===== config.mk =====
export PLATFORM = sky130hd
export DESIGN_NAME = set_bit_serializer
export DESIGN_NICKNAME = d
export VERILOG_FILES = /design/src/rtl/set_bit_serializer.sv
export SDC_FILE = /design/constraint.sdc
export NUM_CORES = 1
export LEC_CHECK = 0
export CAP_MARGIN = 0
export CORE_ASPECT_RATIO = 1.4
export CORE_MARGIN = 4
export CORE_UTILIZATION = 34
export CTS_BUF_LIST = sky130_fd_sc_hd__clkbuf_8 sky130_fd_sc_hd__clkbuf_16
export DETAILED_ROUTE_END_ITERATION = 8
export SETUP_SLACK_MARGIN = 0.4
export SYNTH_ARGS = -nofsm -noshare
export SYNTH_HDL_FRONTEND = slang
export SYNTH_SLANG_ARGS = --single-unit

===== constraint.sdc =====
create_clock -name clk -period 4.3 [get_ports clk]
set_input_delay 0.43 -clock clk [delete_from_list [all_inputs] [get_ports clk]]
set_output_delay 0.43 -clock clk [all_outputs]
set_load 0.01 [all_outputs]

===== src/rtl/set_bit_serializer.sv =====
// rtl/set_bit_serializer.sv - serializes the set-bit indices of a vector, lowest first
module set_bit_serializer #(
  parameter int NUM_PORTS = 8
) (
  input  logic                         clk,
  input  logic                         rst_n,
  input  logic                         in_valid,
  output logic                         in_ready,
  input  logic [NUM_PORTS-1:0]         in_vec,
  output logic                         out_valid,
  input  logic                         out_ready,
  output logic [$clog2(NUM_PORTS)-1:0] out_idx,
  output logic                         out_last,
  input  logic                         abort,
  output logic                         done
);

  localparam int IDX_W = $clog2(NUM_PORTS);

  localparam logic [0:0] IDLE = 1'b0;
  localparam logic [0:0] EMIT = 1'b1;

  localparam logic [NUM_PORTS-1:0] ONE = {{(NUM_PORTS-1){1'b0}}, 1'b1};

  logic [0:0]           state;
  logic [NUM_PORTS-1:0] remaining;
  logic [NUM_PORTS-1:0] lowest;
  logic [NUM_PORTS-1:0] rest;
  logic [IDX_W-1:0]     lowest_idx;

  // Isolate the lowest set bit and the vector with that bit removed.
  always_comb begin
    lowest = remaining & (~remaining + ONE);
    rest   = remaining & (remaining - ONE);
  end

  // One-hot to binary encode of the isolated lowest bit.
  always_comb begin
    lowest_idx = '0;
    for (int i = 0; i < NUM_PORTS; i++) begin
      if (lowest[i]) begin
        lowest_idx = lowest_idx | IDX_W'(i);
      end
    end
  end

  // Handshake and index outputs; abort masks out_valid so no transfer can happen.
  always_comb begin
    in_ready  = (state == IDLE);
    out_valid = (state == EMIT) && !abort;
    out_idx   = lowest_idx;
    out_last  = (remaining != '0) && (rest == '0);
  end

  // FSM, remaining-bits register and registered done pulse.
  always_ff @(posedge clk or negedge rst_n) begin
    if (!rst_n) begin
      state     <= IDLE;
      remaining <= '0;
      done      <= 1'b0;
    end else begin
      done <= 1'b0;
      case (state)
        IDLE: begin
          if (in_valid) begin
            remaining <= in_vec;
            if (in_vec != '0) begin
              state <= EMIT;
            end else begin
              done <= 1'b1;
            end
          end
        end
        default: begin
          if (abort) begin
            remaining <= '0;
            state     <= IDLE;
          end else if (out_ready) begin
            remaining <= rest;
            if (out_last) begin
              state <= IDLE;
              done  <= 1'b1;
            end
          end
        end
      endcase
    end
  end

endmodule


Figure 1. Clock nets.
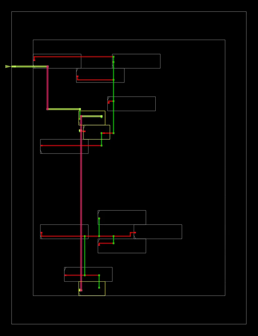
count of flip-flops and latches: 10
clock buffer count in the final layout: 3
clock latency on the worst-skew pair: 240 ps
Max Clock Skew: 3.91 ps
number of clock buffers inserted by TritonCTS: 3

Figure 2. Cell classes on the final placement.
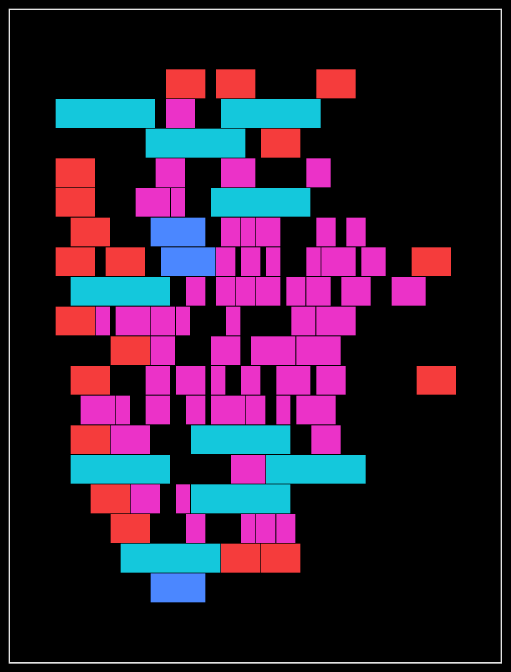
[clock-net drivers] blue | cells: 3 | share of their area: 4.8%
[remaining buffers and delay cells] red | cells: 19 | share of their area: 22%
[registers] cyan | cells: 10 | share of their area: 29%
[remaining logic cells] magenta | cells: 59 | share of their area: 44%
register share of the cell area: 28.4%
post-route cell area: 881 µm²

Figure 3. I/O nets highlighted.
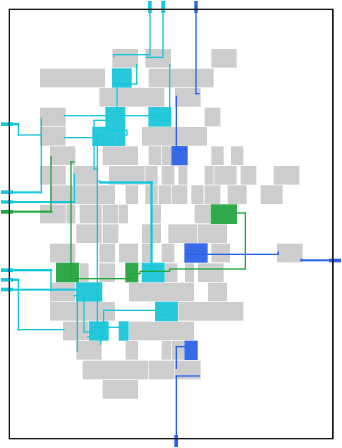
[out_ready] green | bits: 1 | direction: input | edge: west | end cells: 3 | buffers: 1 | wire: 64.7 µm
[out_idx] blue | bits: 3 | direction: output | edge: 1 south, 1 east, 1 north | end cells: 3 | buffers: 3 | wire: 54.0 µm
[in_vec] cyan | bits: 8 | direction: input | edge: 6 west, 2 north | end cells: 10 | buffers: 8 | wire: 223 µm

Figure 4. Gate-type map.
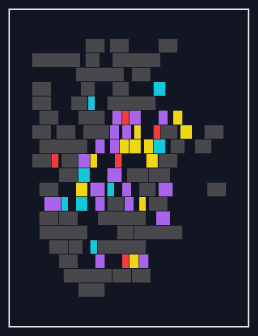
[nor cells] yellow | cells: 11 | most used: nor3_1 | where: center
[inv cells] red | cells: 5 | most used: inv_1 | where: center
[nand cells] cyan | cells: 8
[aoi and oai cells] purple | cells: 18 | most used: o21ai_0 | where: center
post-route non-filler standard cell count: 111
Top cell excl fill/tap: clkdlybuf4s50_1
multi-input gate share of the layout cell area: 40.3%

Figure 5. Clock wires, drivers and flops.
The bar under the picture is 10 µm long.
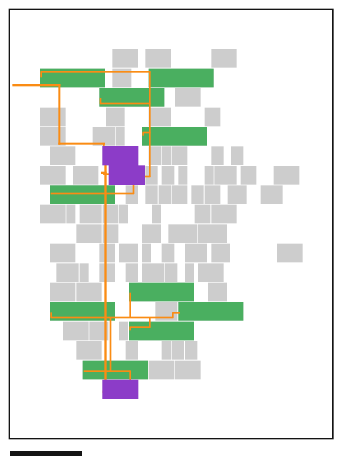
[clock wires] orange | length: 161 µm
[clock-net drivers] purple | count: 3
[flip-flops] green | count: 10
routed clock nets: 4
Clk network pwr share: 17.3%
clock distribution power: 0.0976 mW

## registers in the layout, indices dropped and copies added (netlist names)
| register | count |
|---|---|
| state | 1 |
| done | 1 |
| remaining | 8 |
## power groups by stage
stage	sequential, mW	combinational, mW	clock, mW
after floorplan	0.156	0.207	0
after global placement	0.184	0.282	0
after detailed placement	0.185	0.279	0
after CTS	0.184	0.282	0.0988
after global routing	0.195	0.309	0.105
final	0.186	0.281	0.0976
## cells in the mapped netlist, types with 2 or more instances
cell      count  area share [%]
nor2_1        3             1.7
o21ai_0       8             6.1
inv_1         5             2.9
o31a_1        2             2.7
nor4_1        3             2.9
nand2_1       4             2.3
or4_1         2             2.3
nor3_1        4             3.1
a22o_1        5             6.7
clkbuf_1      3             1.7
a21oi_1       3             2.3
nand2b_1      4             3.8
dfrtp_1      10              38
a22oi_1       2             2.3
==> summary.txt <==
Entry: Yosys synthesis followed by OpenROAD place and route.

STA:
- The run gives the minimum clock period as 2780 ps.
- Looking at the max-slew report, the worst-margin pin has a slew of ~590 ps.
- Setup repair after global routing left no endpoint under its margin.
- Pins over their slew limit in the final report were tallied at 0.
- The run gives the ratio of final minimum period to clock period as 64.7%.
- In the final report, the number of hold violations comes to 0.
- The run puts the highest attainable clock frequency at 0.359 GHz.
- The run gives the worst hold slack after final layout as 532 ps.
- Across all setup checks in the final design, the least slack found is 1520 ps.

Final layout:
- The run puts the register cell area after layout at 250 µm².
- Counting plain and timing-repair buffers in the layout gives 19.
- The run puts the non-clock buffering overhead in the final layout at 21.6%.
- The top cell types in the final layout, fill and taps aside, are clkdlybuf4s50_1, dfrtp_1, o21ai_0, inv_1, a22o_1.
- The run gives the net count reported at finish as about 110.
- The flow measured a signed area growth from synthesis to layout of 35.1%.
- Non-clock inverters in the final layout number 5.
- The run gives the area of the multi-input gates as 355 µm².
- The run puts the number of fillers in the final layout at 195.
- Clock cells make up 4.69% of the layout cell area.

Clock network:
- The run puts the number of buffers inserted by hold repair at cts at 0.
- The run puts the clock-pin transition on the worst setup and hold timing paths at 50 ps.
- In this run the post-CTS setup repair buffer count came out at 0.
- The run gives the number of buffers between clock root and the deepest sink as 2.
- In this run, post-CTS repair resized a total of 0 instances.

Place:
- The run puts the port buffer count at 19.
- The run puts the setup slack at placement at 1780 ps.
- The run gives the last weighted congestion value of the routability-driven placer as approximately 0.74.
- The run puts the total half-perimeter wirelength after legalization and detailed placement at between 1 and 1.5 mm.
- The run puts the instance count after placement with tap cells included at 108.
- The run gives the area of placed instances as roughly 840 µm².

Yosys:
- The run puts the adder-cell share of the synthesized area at 1.54%.
- The run gives the compound-cell area share of the yosys netlist as a little under a third.
- The synthesis report names the predominant flop master as dfrtp_1.
- The run puts the netlist area before placement at 652 µm².
- The net count after synthesis is 87.
- The gate-level netlist out of Yosys references 30 unique cell types.
- The run gives the area fraction in mux cells as 1.54%.
- Counting flops with a built-in enable in the synthesized netlist gives 0.
- The run gives the yosys stat cell total as 74.
- The run gives the Yosys warning count as 0.
- The cell-mix breakdown from Yosys lists the simple-gate area share as 18.8%.
- Per the synth stats, the proportion of register bits with asynchronous set or reset is 100%.
- The run gives the number of storage elements in the synthesis netlist as 10.
- The run gives the number of cells produced by synthesis as about 74.

Detailed routing:
- The run puts the wire length on met1 at around 770 µm.
- The run gives the number of violations reported at the end of detailed-routing iteration 0 as 11.
- The run puts the detailed-route DRC error count at 0.
- In the routed layout, each cell is associated on average with a via count of 5.86.
- The run gives the final routed wire length divided by cell count as approximately 15 µm.
- Summed over all nets, wire length on met2 after detailed routing comes to 798 µm.
- The final route contains between 600 and 700 vias.
- The run gives the first-pass iteration count of the detailed router as 4.
- The run puts the total routed wirelength at ~1.7 mm.
- The run gives the routed length on met3 as 88 µm.
- The detail route stage leaves a number of antenna-violating nets equal to 0.

GRT:
- The number of global-route vias before repair came to about 660.
- The run puts the aggregate global routing overflow at 0.
- The run gives the met2 global-route usage as a little under a quarter.
- The run puts the initial antenna violation count at 0.
- The run gives the wire length of the first global-routing pass as 2.97 mm.
- The run puts the met1 track utilization from global routing at around a fifth.
- The run puts the maximum number of pins on one net before global-route repair at 12.
- For this run, the total global-route usage over all layers was measured as roughly 15%.
- The global routing stage identified its most utilized layer as met2.

Die:
- The run gives the row count as 18.
- The run puts the total die size at 0.00269 mm².
- The run gives the x dimension of the die as 45.0 µm.
- The run gives the starting utilization of the core area as 36.2%.
- The run gives the total number of tap cells as 20.
- The run puts the core footprint at 0.00180 mm².

Critical path:
- The run gives the required arrival time at the worst endpoint as 3870 ps.
- The critical path starts at remaining[2].
- On the critical path, the stage with the largest delay is an instance of or4_4.
- STA classifies the critical path startpoint as a flip-flop.
- For the worst reg-to-reg path, the endpoint reported by OpenROAD is done.
- The report puts the cell count of the worst reg-to-reg path at 4.
- The run gives the data arrival time of the critical path as 2350 ps.
- The setup path with the least slack is of type flip-flop to primary output.
- The run gives the cell depth of the worst setup path as 4.
- STA lists the maximum fanout along the critical path as 8.
- The script reports the combined buffer and inverter count of the critical path as 1.
- The worst setup path is captured at a primary output.
- The setup check on the worst reg-to-reg path leaves a slack of ~2400 ps.
- The launch point of the worst register-to-register path is recorded as remaining[2].
- The most critical setup path has its endpoint at out_last.

Power:
- The run puts the proportion of total power due to net switching at 39.5%.
- The run puts the proportion of power drawn by combinational gates at between 40 and 50%.
- The run puts the cell-internal power at 0.341 mW.
- Summed over all cells, the static leakage comes to 0.368 nW.
- The run puts the sequential group share of total power at 32.9%.
- The final power report lists total power as 0.564 mW.
- The run gives the power density normalized to cell area as 640 mW/mm².
- The run puts the reported net switching power at 0.223 mW.

Hold path:
- The min-delay analysis places its worst path in the category input pin to asynchronous set/reset pin.

Flow run:
- The number of warnings reported in the stage logs is 26.
- The run puts the number of max-capacitance violations reported at 0.

Status:
- The run finished with clean final reports.
Power figures rest on the tool's default switching activity, not on a simulated workload.
